==> config.mk <==
export PLATFORM = sky130hd
export DESIGN_NAME = instr_sequencer
export DESIGN_NICKNAME = d
export VERILOG_FILES = /design/src/rtl/instr_sequencer.sv
export SDC_FILE = /design/constraint.sdc
export NUM_CORES = 1
export LEC_CHECK = 0
export CORE_MARGIN = 2
export CORE_UTILIZATION = 47
export CTS_CLUSTER_DIAMETER = 30
export DETAILED_ROUTE_END_ITERATION = 10
export GPL_ROUTABILITY_DRIVEN = 0
export PLACE_DENSITY = 0.82
export SLEW_MARGIN = 20
export SYNTH_ARGS = -nofsm -noshare
export SYNTH_HDL_FRONTEND = slang
export SYNTH_SLANG_ARGS = --single-unit
==> constraint.sdc <==
create_clock -name clk -period 2.2 [get_ports clk]
set_input_delay 0.33 -clock clk [delete_from_list [all_inputs] [get_ports clk]]
set_output_delay 0.33 -clock clk [all_outputs]
set_load 0.005 [all_outputs]
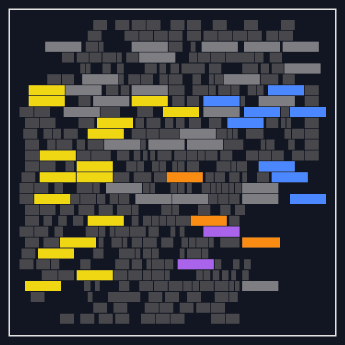
Figure 1: sequential cells grouped by signal name.
Drawn at 4 px/um.
| colour | name in the netlist | flops |
|---|---|---|
| blue | `pc` | 8 |
| orange | `state` | 3 |
| yellow | `ir` | 16 |
| purple | `fault_code` | 2 |
Util after Layout: 65.9%
sequential share of cell area: 35.1%
Sequential cell area: 1350 um^2
Seq group: 1.65 mW

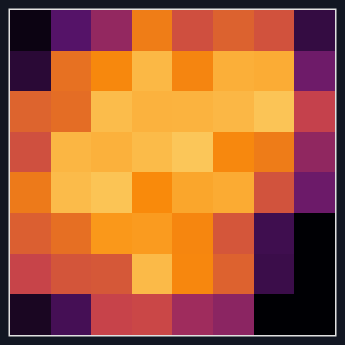
Figure 2: cell density map.
Drawn at 4 px/um. 8 x 8 tiles, from black (low) to pale yellow (high), 0 to 100% covered.
fullest tile: 88%
mean over tiles: 57%
densest ninth of the die: middle
tiles over 75% full: 30%
nearly empty tiles: 6.2%
initial core utilization: 47.9%
Floorplan Core Area: 5850 um^2

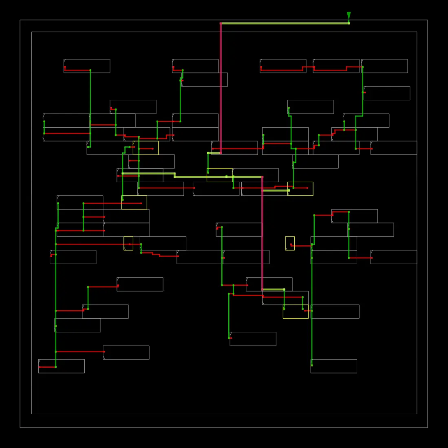
Figure 3: the clock network.
Late-Pin Clk Latency: 0.30 ns
CTS Buf Count: 5
Clock Skews: 0.00413 ns
Clk power: 521 uW

==> run summary <==
fresh numbers from the pnr run: Log Warnings 26, placed insts 422, worst r2r path cells 5, Distinct lib cells used 47, worst setup slack after layout 0.0851 ns, Critical Path Max Stage Delay 0.46 ns, grt met2 use 36.1%, simple share 21.6%, Die Wd 81.3 um, syn_nets 307, # Cells Yosys 268, bufs w/o clock 95, Signal buf overhead 24.2%, via count 2,376, Nets 394, total gr overflow 0, final setup violating endpoints 0, # rows 28, Initial DRC Count 168, dpl ws 0.0636 ns, global-route track usage on met1 28.0%, Commonest Layout Cell clkdlybuf4s50_1, Slew HR 68.8%, aoi/oai-family share of the synthesized area 9.28%, met3 usage 4.33%, vias in the first global route 2,469, Max FO, Critical Path 8, clk_buf instances 5, VDD IR-drop max 0.772 mV, Leak 1.74 nW, Synth warnings 0, most numerous logic cells after layout clkdlybuf4s50_1, dfrtp_1, and3_1, largest class combinational gates, setup repair bufs after CTS 1, top layer reached by signal wires met4, Die Height 81.3 um, drt via density 5.53, Clock Sinks 54, # IOs 82, Synth Area in Adders 1.34%, clk slew on worst S/H paths 0.09 ns, Met2 Wirelength 3270 um, post_cts resized 1, Largest logic family simple AND/OR/NAND/NOR gates, TritonCTS clock tree built, Post-Route WL 6660 um, CP endpoint kind output pin, hold slack 0.369 ns, largest buffer count on any clock path 2, cell family with most CP delay buffers and inverters, Area after DPL 3760 um^2, flop count 54, slowest cell on the critical path clkdlybuf4s50_1, Worst Path Arrival 1.78 ns, synthesized area 2810 um^2, Yosys Chip Area 2810 um^2, status finished, final reports clean, FILL cells 447, antenna viol nets, final 0, Min Clock Period, post-route 2.11 ns, Inverters excl. clock 7, worst-path cell chain buf_4, nor3_1, nor2_1, clkdlybuf4s50_1, layout cells sized above 1 13.5%, total die size 6600 um^2, Hold Crit Class input pin to asynchronous set/reset pin, first-pass GRT wire length 11,200 um, Cell area leaders dfrtp_1, mux2_2, and3_1, xor2_1, nand2_1, DR WL/cell 15.5 um, final-report hold violation count 0, Comb/total area 35.5%, hold_buf cts 0, Synth mux share 9.81%, TAP cells 75, Tot Pwr 4.13 mW, most frequent cell after synthesis dfrtp_1, DR pass1 iterations 4, clk cell area share 2.05%, M1 WL 2960 um, Dominant flop cell dfrtp_1, Cell Pwr Density 1070 nW/um^2, Mapped Cells 268, HPWL after detailed placement 4950 um, RSZ-0062 raised after global routing false, comb_multi_in 192, cell taking the most area after synthesis dfrtp_1, Max Cap Viol 0, WP buf/inv 2, Fin Setup TNS 0 ns, XOR/XNOR Fraction of Synth Area 6.56%, Finished Layout Cells 430, Post-synth EDFFs 0, global-route usage over all layers 21.8%
## cell families (layout without fill, tap and decap cells)
family | after synthesis | after routing
AOI/OAI and AO/OA | 38 | 38
buffers and inverters | 22 | 109
muxes | 24 | 24
and+or+nand+nor | 106 | 106
adders and majority gates | 3 | 3
DFF | 54 | 54
xor gates and xnor gates | 21 | 21
## worst register-to-register path: cells and delay by family, from the launching register on
family	cells	cell delay [ns]
and+or+nand+nor	3	1.10
DFF	1	0.45
buffers and inverters	1	0.18
xor gates and xnor gates	1	0.15
## power breakdown
group | internal (mW) | switching, mW | total (mW)
Clock | 0.215 | 0.306 | 0.521
Sequential | 1.31 | 0.344 | 1.65
Combinational | 1.10 | 0.861 | 1.96
Power figures rest on the tool's default switching activity, not on a simulated workload.
